[config.mk]
export PLATFORM = sky130hd
export DESIGN_NAME = dac_sample_feeder
export DESIGN_NICKNAME = d
export VERILOG_FILES = /design/src/rtl/dac_sample_feeder.sv
export SDC_FILE = /design/constraint.sdc
export NUM_CORES = 1
export LEC_CHECK = 0
export CAP_MARGIN = 25
export CORE_ASPECT_RATIO = 1.2
export CORE_MARGIN = 10
export CORE_UTILIZATION = 30
export CTS_BUF_LIST = sky130_fd_sc_hd__clkbuf_2
export DETAILED_ROUTE_END_ITERATION = 8
export MAX_ROUTING_LAYER = met4
export PLACE_DENSITY = 0.57
export SLEW_MARGIN = 5
export SYNTH_ARGS = -nofsm -noshare
export SYNTH_HDL_FRONTEND = slang
export SYNTH_SLANG_ARGS = --single-unit
[constraint.sdc]
create_clock -name clk -period 3.2 [get_ports clk]
set_input_delay 0.48 -clock clk [delete_from_list [all_inputs] [get_ports clk]]
set_output_delay 0.48 -clock clk [all_outputs]
set_load 0.01 [all_outputs]
[src/rtl/dac_sample_feeder.sv]
// Paced sample feeder for a 16-bit SPI DAC transmitter: FIFO-buffered signed 12-bit samples, one issue per DIV cycles.
// Define FEEDER_UNDERFLOW_CNT_EN to add the saturating underflow_cnt output.
module dac_sample_feeder #(
  parameter int AW  = 3,
  parameter int DIV = 200
) (
  input  logic        clk,
  input  logic        reset_n,
  input  logic        en,
  input  logic [11:0] sample_in,
  input  logic        sample_valid,
  output logic        sample_ready,
  output logic [11:0] idata,
  output logic        newTxData,
  input  logic        txBusy,
  output logic [7:0]  late_cnt,
  output logic [AW:0] fifo_level
`ifdef FEEDER_UNDERFLOW_CNT_EN
  ,
  output logic [7:0]  underflow_cnt
`endif
);
  localparam int            DEPTH    = 1 << AW;
  localparam int            CW       = $clog2(DIV);
  localparam logic [CW-1:0] CNT_LAST = CW'(DIV - 1);
  localparam logic [AW:0]   LVL_FULL = (AW + 1)'(DEPTH);

  typedef enum logic [1:0] {IDLE, ISSUE, WAIT_BUSY, WAIT_DONE} state_t;
  state_t state_q, state_d;

  logic [CW-1:0] cnt_q, cnt_d;
  logic          tick;
  logic          tick_pend_q, tick_pend_d;
  logic [7:0]    late_q, late_d;
  logic [1:0]    wb_cnt_q, wb_cnt_d;
  logic [AW-1:0] wr_ptr_q, rd_ptr_q;
  logic [AW:0]   level_q, level_d;
  logic [11:0]   mem [DEPTH];
  logic [11:0]   idata_q, last_smp_q;
  logic          push, pop, issue_go, fifo_empty;

  // Period counter and tick bookkeeping
  always_comb begin
    cnt_d = '0;
    if (en && cnt_q != CNT_LAST) cnt_d = cnt_q + CW'(1);
  end

  assign tick        = en && (cnt_q == CNT_LAST);
  assign issue_go    = (state_q == IDLE) && tick_pend_q && !txBusy;
  assign tick_pend_d = tick || (tick_pend_q && !issue_go);

  always_comb begin
    late_d = late_q;
    if (tick && tick_pend_q && !issue_go && late_q != 8'hFF) late_d = late_q + 8'd1;
  end

  // FIFO occupancy; a push landing with an empty-FIFO issue is not seen by that issue
  assign fifo_empty   = (level_q == '0);
  assign sample_ready = (level_q != LVL_FULL);
  assign push         = sample_valid && sample_ready;
  assign pop          = issue_go && !fifo_empty;

  always_comb begin
    level_d = level_q;
    case ({push, pop})
      2'b10:   level_d = level_q + (AW + 1)'(1);
      2'b01:   level_d = level_q - (AW + 1)'(1);
      default: level_d = level_q;
    endcase
  end

  always_ff @(posedge clk) begin
    if (push) mem[wr_ptr_q] <= sample_in;
  end

  // FSM: state register
  always_ff @(posedge clk or negedge reset_n) begin
    if (!reset_n) state_q <= IDLE;
    else          state_q <= state_d;
  end

  // FSM: next state
  always_comb begin
    state_d  = state_q;
    wb_cnt_d = wb_cnt_q;
    case (state_q)
      IDLE:      if (tick_pend_q && !txBusy) state_d = ISSUE;
      ISSUE: begin
        state_d  = WAIT_BUSY;
        wb_cnt_d = '0;
      end
      WAIT_BUSY: begin
        if (txBusy)                 state_d  = WAIT_DONE;
        else if (wb_cnt_q == 2'd3)  state_d  = IDLE;
        else                        wb_cnt_d = wb_cnt_q + 2'd1;
      end
      WAIT_DONE: if (!txBusy) state_d = IDLE;
      default:   state_d = IDLE;
    endcase
  end

  // FSM: outputs
  always_comb begin
    newTxData = 1'b0;
    if (state_q == ISSUE) newTxData = 1'b1;
  end

  // idata is loaded on the edge entering ISSUE so data and start pulse appear together
  always_ff @(posedge clk or negedge reset_n) begin
    if (!reset_n) begin
      cnt_q       <= '0;
      tick_pend_q <= 1'b0;
      late_q      <= '0;
      wb_cnt_q    <= '0;
      wr_ptr_q    <= '0;
      rd_ptr_q    <= '0;
      level_q     <= '0;
      idata_q     <= '0;
      last_smp_q  <= '0;
    end else begin
      cnt_q       <= cnt_d;
      tick_pend_q <= tick_pend_d;
      late_q      <= late_d;
      wb_cnt_q    <= wb_cnt_d;
      level_q     <= level_d;
      if (push) wr_ptr_q <= wr_ptr_q + AW'(1);
      if (pop) begin
        rd_ptr_q   <= rd_ptr_q + AW'(1);
        idata_q    <= mem[rd_ptr_q];
        last_smp_q <= mem[rd_ptr_q];
      end else if (issue_go) begin
        idata_q    <= last_smp_q;
      end
    end
  end

`ifdef FEEDER_UNDERFLOW_CNT_EN
  logic [7:0] uf_q;
  always_ff @(posedge clk or negedge reset_n) begin
    if (!reset_n)                                  uf_q <= '0;
    else if (issue_go && fifo_empty && uf_q != 8'hFF) uf_q <= uf_q + 8'd1;
  end
  assign underflow_cnt = uf_q;
`endif

  assign idata      = idata_q;
  assign late_cnt   = late_q;
  assign fifo_level = level_q;

endmodule

**Run 1: supply network**

Pins as bars on the die edge.
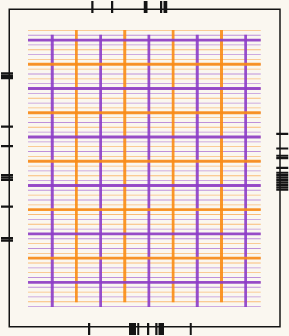
| colour | net |
|---|---|
| purple | VSS |
| orange | VDD |
met4 straps: 9
signal pins: 43
core area: 0.0203 sq mm
Die Span Y: 177 um
Die W: 151 um
VDD IR max: 265 uV

**Run 1: cells coloured by class**

Scale bar: 50 um.
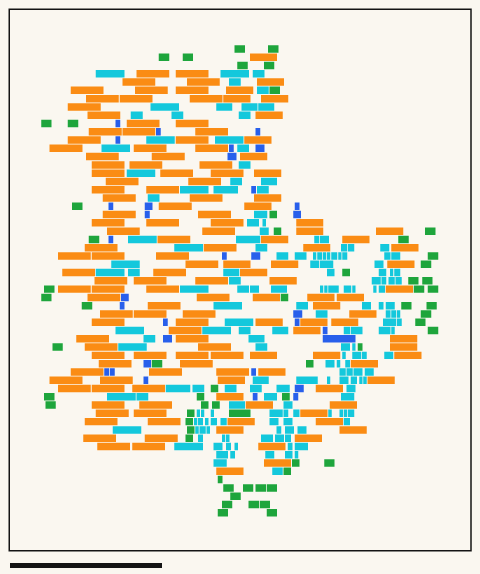
| colour | class | cells |
|---|---|---|
| green | other buffers and delay cells | 61 |
| cyan | all other logic | 175 |
| orange | flip-flops | 151 |
| blue | clock drivers and dummy loads | 32 |
area of all placed cells without fillers: 0.00723 sq mm
Seq area share: 0.589
post-layout util: 0.357
Row Count: 57

**Run 1: clock network drawn from the DEF**

Scale bar: 50 um.
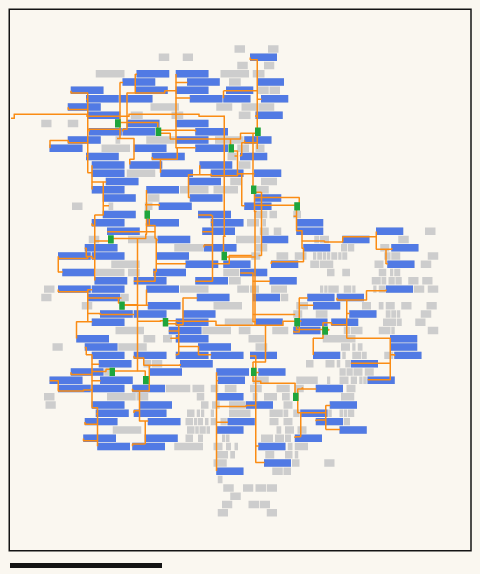
[green] cells driving clock nets | count: 17
[blue] flip-flops | count: 151
[orange] clock wires | length: 1,690 um
routed clock nets: 18
Clk pwr share: 0.249
Clock Skew: 41.0 ps

**Run 1: signal wires by layer**

Only two layers are drawn.
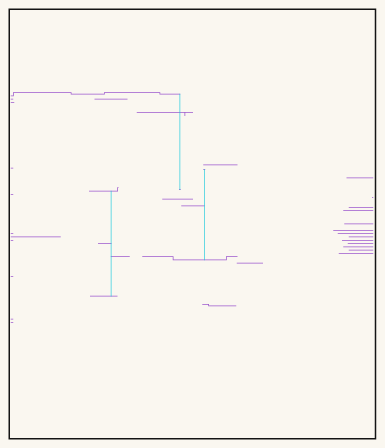
| colour | layer | wire length |
|---|---|---|
| cyan | met4 | 120 um |
| purple | met3 | 423 um |
via count: 3,131
routed wire length: 11,700 um
GRT Total Usage: 0.0950
Avg WL per Cell: 17.1 um

-- run 1: repair_timing --
| item | CTS | global route |
|---|---|---|
| endpoints found under the hold margin | 44 | 0 |
| resized | 0 | 0 |
| hold buffers | 1 | 0 |
| setup buffers | 0 | 0 |
-- run 1: path summary, 6_finish.rpt --
path,end,slack [ps],depth (start not counted),start
min in group clk,wr_ptr_q[2],400,3,sample_valid
max in group asynchronous,idata[6],2380,4,reset_n
max,sample_ready,300,2,fifo_level[2]
max reg2reg,fifo_level[3],430,7,fifo_level[2]
min reg2reg,cnt_q[0],480,1,cnt_q[0]
min,wr_ptr_q[1],120,2,reset_n
-- run 1: cell type report --
class                   instances  area, sq um  area share
clock buffers                  19         95.1      0.0131
clock inverters                13          123      0.0170
inverters                       2         7.51     0.00104
multi-input cells             173         1850       0.255
flip-flops and latches        151         4260       0.589
well taps                     265          332      0.0458
repair buffers                 61          571      0.0789
-- run 1: cells in the mapped netlist (all sizes together) --
library cell  instances  area share
a21oi                 2      0.0016
mux2                 40       0.079
a21o                  1      0.0012
ha                    8       0.016
o21bai                1      0.0012
a22o                  2      0.0028
edfxtp               96        0.47
nand4bb               1      0.0018
o31ai                 1      0.0012
nor2b                 1      0.0010
and2                  2      0.0020
nand2b                4      0.0040
nand2                12      0.0073
or4b                  2      0.0032
dfrtp                55        0.22
clkbuf                5      0.0032
or2                   1      0.0010
and3                  2      0.0020
nor3                  6      0.0049
buf                   7      0.0093
nand4                 4      0.0040
nor4                  6      0.0071
xor2                 15       0.021
mux4                 24        0.10
inv                   2      0.0012
nor4b                 1      0.0014
nand3b                1      0.0012
nand3                 7      0.0057
a2111oi               1      0.0014
o21ai                 2      0.0016
xnor2                 6      0.0085
nor2                 19       0.014
o41ai                 1      0.0014
==> flow_summary.ini, run 1 <==
; synthesis and place-and-route metrics
[yosys]
netlist_instances = 338
fa_ha_area_frac = 0.0162
yosys_warnings = 0
netlist_area_sq_mm = 0.00619
synth.avg_cell_area_sq_um = 18.3
ys_ff = 151
ys_seq_share = 0.688
ys_top_logic_family = multiplexers
yosysUniqueCellTypes = 41
simple_gate_share = 0.0608
ys_cells = 338

[global_route]
antenna_found_initial = 0
gr-total-overflow = 0
grt_pass1_wl_um = 18800
met2_usage = 0.154

[finish]
final_cell_count_no_fill = 684
drive_gt1_frac = 0.234
largest_register_ffs = 96
fill_cells = 1965
regMostFlops = mem

[detailed_routing]
ant_nets = 0
drt-met1-wl_um = 5170

[pwr]
top_power_group = registers
leakage_nw = 2.74
swShare = 0.276
p_sw_mw = 1.08
intPower_mw = 2.85
comb-power_mw = 0.564
pwr-share-seq = 0.608

[sta]
hold_ws_ps = 120
hold_violations = 0
worstMarginPinSlew_ps = 770
fin_crit_sh = 0.906
tns_ps = 0

[floorplanning]
die-area_sq_mm = 0.0268
ioPinCount = 43

[critical_path]
required_ps = 2720
critPathMaxFanout = 7
startpoint_type = register
path_class = reg2out
critPathCaptureType = output port
crit_chain = or4b_2 -> clkdlybuf4s50_1

[cts]
cts_buffer_depth = 2
cts_made_buffers = 17
clkTransAtPathRegs_ps = 210

[status]
status = finished clean

[place]
dp_slack_ps = 194
port_buffers = 42
dpl_cell_area_sq_mm = 0.00698

[worst_hold_path]
hp-class = in2async

[job]
drv_cap = 0
**Run 1: clock routing**

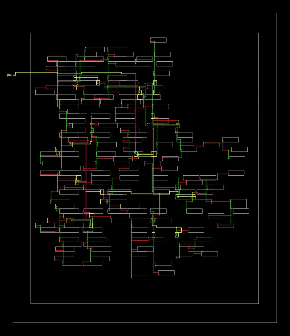

==> run 2: changes to the inputs <==
--- a/config.mk
+++ b/config.mk
@@ -8,11 +8,10 @@
 export CAP_MARGIN = 25
 export CORE_ASPECT_RATIO = 1.2
 export CORE_MARGIN = 10
-export CORE_UTILIZATION = 30
+export CORE_UTILIZATION = 40
 export CTS_BUF_LIST = sky130_fd_sc_hd__clkbuf_2
 export DETAILED_ROUTE_END_ITERATION = 8
-export MAX_ROUTING_LAYER = met4
-export PLACE_DENSITY = 0.57
+export PLACE_DENSITY = 0.71
 export SLEW_MARGIN = 5
 export SYNTH_ARGS = -nofsm -noshare
 export SYNTH_HDL_FRONTEND = slang
==> constraint.sdc (replaced) <==
create_clock -name clk -period 2.5 [get_ports clk]
set_input_delay 0.375 -clock clk [delete_from_list [all_inputs] [get_ports clk]]
set_output_delay 0.375 -clock clk [all_outputs]
set_load 0.01 [all_outputs]
**Run 2: clock routing**

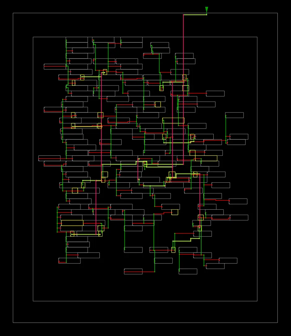
cts bufs inserted: 17
clock buffers: 18
Clock Skew: 21.2 ps
P_clk: 1.46 mW
Sink Count: 151

**Run 2: signal wires by layer**

Only two layers are drawn.
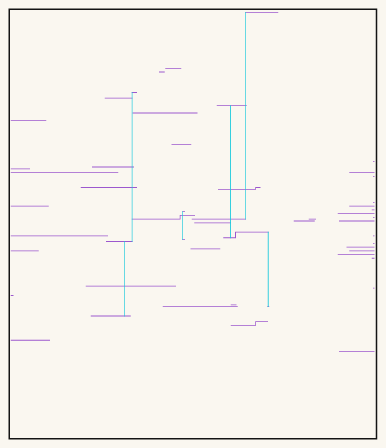
| colour | layer | wire length |
|---|---|---|
| cyan | met4 | 243 um |
| purple | met3 | 542 um |
via count: 3,199
GRT Total Usage: 0.114
routed wire length: 11,400 um

==> flow_summary.ini, run 2 <==
; synthesis and place-and-route metrics
[status]
status = finished clean

[yosys]
top_cell = edfxtp_1
yosys_warnings = 0
ff_type = edfxtp_1
netlist_instances = 338
common_cells = 96 x edfxtp_1, 55 x dfrtp_1, 30 x mux2_2, 21 x mux4_1, 18 x nor2_1
synth-edff-count = 96
yosysUniqueCellTypes = 41
async_flop_share = 0.364
synth_top_area_share = 0.466
ys_cells = 338
synth_area_leader_cell = edfxtp_1
synthTopCellsByArea = edfxtp_1 47%, dfrtp_1 22%, mux4_1 8.9%, mux2_2 5.5%, mux2_4 2.4%
ys_seq_share = 0.688
netlist_area_sq_mm = 0.00619
synth.avg_cell_area_sq_um = 18.3

[global_route]
antenna_found_initial = 1
gr-total-overflow = 0
grt_pass1_vias = 3373
grt_pass1_wl_um = 18300

[sta]
hold_ws_ps = 152
fin_crit_sh = 0.957
tns_ps = 0
worstMarginPinSlew_ps = 686
hold_violations = 0

[job]
drv_cap = 0

[pwr]
leakage_nw = 2.82
peakVddDrop_uv = 310

[floorplanning]
die_h_um = 156
rows = 49
die-area_sq_mm = 0.0209
core_area_sq_mm = 0.0151
ioPinCount = 43
die_x_um = 134

[cts]
cts_root_buf = clkbuf_2
postCtsSetupBuffers = 1
clkTransAtPathRegs_ps = 210
clk_latency_ps = 720
post_cts_resized = 5
ctsHoldBuffers = 1
cts_buffer_depth = 2

[worst_hold_path]
hp-class = in2async

[detailed_routing]
wl_per_cell_um = 18.0
drt-met1-wl_um = 4850
drt-initial-drc-count = 213
ant_nets = 0

[critical_path]
critPathMaxFanout = 7
required_ps = 2120
r2r_start = fifo_level[1]
critPathCaptureType = output port
ff2ff_path_depth = 11
path_class = reg2out
r2r-end = fifo_level[3]
ff2ff_setup_slack_ps = 130
startpoint_type = register

[place]
dp_slack_ps = -152
port_buffers = 42
dpl_cell_area_sq_mm = 0.00704

[finish]
seq_area_sq_mm = 0.00426
regMostFlops = mem
layout_top_cell = edfxtp_1
syn2layout_area_growth_pct = 18.7
fill_cells = 1299
design_area_sq_mm = 0.00734
drive_gt1_frac = 0.256
largest_register_ffs = 96
logic_area_sq_mm = 0.00188
final_cell_count_no_fill = 634
**Run 2: cells coloured by class**

Scale bar: 50 um.
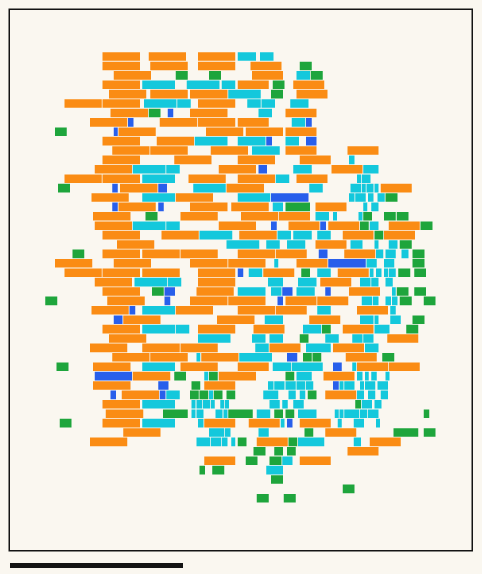
| colour | class | cells |
|---|---|---|
| blue | clock drivers and dummy loads | 32 |
| green | other buffers and delay cells | 71 |
| cyan | all other logic | 175 |
| orange | flip-flops | 151 |
post-layout util: 0.487
Seq area share: 0.580

-- run 2: power breakdown --
part	switching, mW	internal, mW	total (mW)	leakage [nW]
combinational	0.441	0.386	0.827	1.05
clock	0.891	0.567	1.46	0.141
sequential	0.0966	2.95	3.05	1.62
total	1.43	3.90	5.33	2.82
-- run 2: final cells by class --
cell class / instances / area share
flip-flops and latches: 151 / 0.580
multi-input cells: 173 / 0.256
repair buffers: 71 / 0.0923
well taps: 204 / 0.0348
clock inverters: 14 / 0.0239
clock buffers: 18 / 0.0123
inverters: 2 / 0.00102
diodes: 1 / 0.000341
-- run 2: how the worst max path moves through the flow --
| stage | start | to | slack [ps] | cells past startpoint |
|---|---|---|---|---|
| 6_report | state_q[1] | newTxData | 110 | 3 |
| 3_5_place_dp | txBusy | idata[11] | -150 | 6 |
| 5_1_grt | state_q[1] | newTxData | 7 | 3 |
| 2_1_floorplan | state_q[0] | fifo_level[3] | 6 | 10 |
| 4_1_cts | fifo_level[1] | fifo_level[3] | 0.4 | 11 |
| 3_3_place_gp | txBusy | idata[11] | -110 | 6 |
-- run 2: metal layers --
metal | track usage | vias up
met3 | 0.0314 | 17
met5 | 0 | -
li1 | - | 1485
met1 | 0.132 | 1623
met2 | 0.190 | 74
met4 | 0.0566 | 0
-- run 2: cell families (layout without fill, tap and decap cells) --
group                    after synthesis  in the layout  share of synthesized area
XOR/XNOR                              21             21                     0.0297
multiplexers                          64             64                      0.179
adder cells (fa/ha/maj)                8              8                     0.0162
other                                  0              1                          0
buffers and inverters                 14            105                     0.0137
AND/OR/NAND/NOR                       69             69                     0.0608
flip-flops                           151            151                      0.688
AND-OR/OR-AND                         11             11                     0.0125
-- run 2: critical path, cell delays in order, from the launching register on --
cell	delay, ps
dfrtp_1	440
buf_4	160
nor2b_1	130
clkdlybuf4s50_1	560
Power and IR drop assume default switching activity.
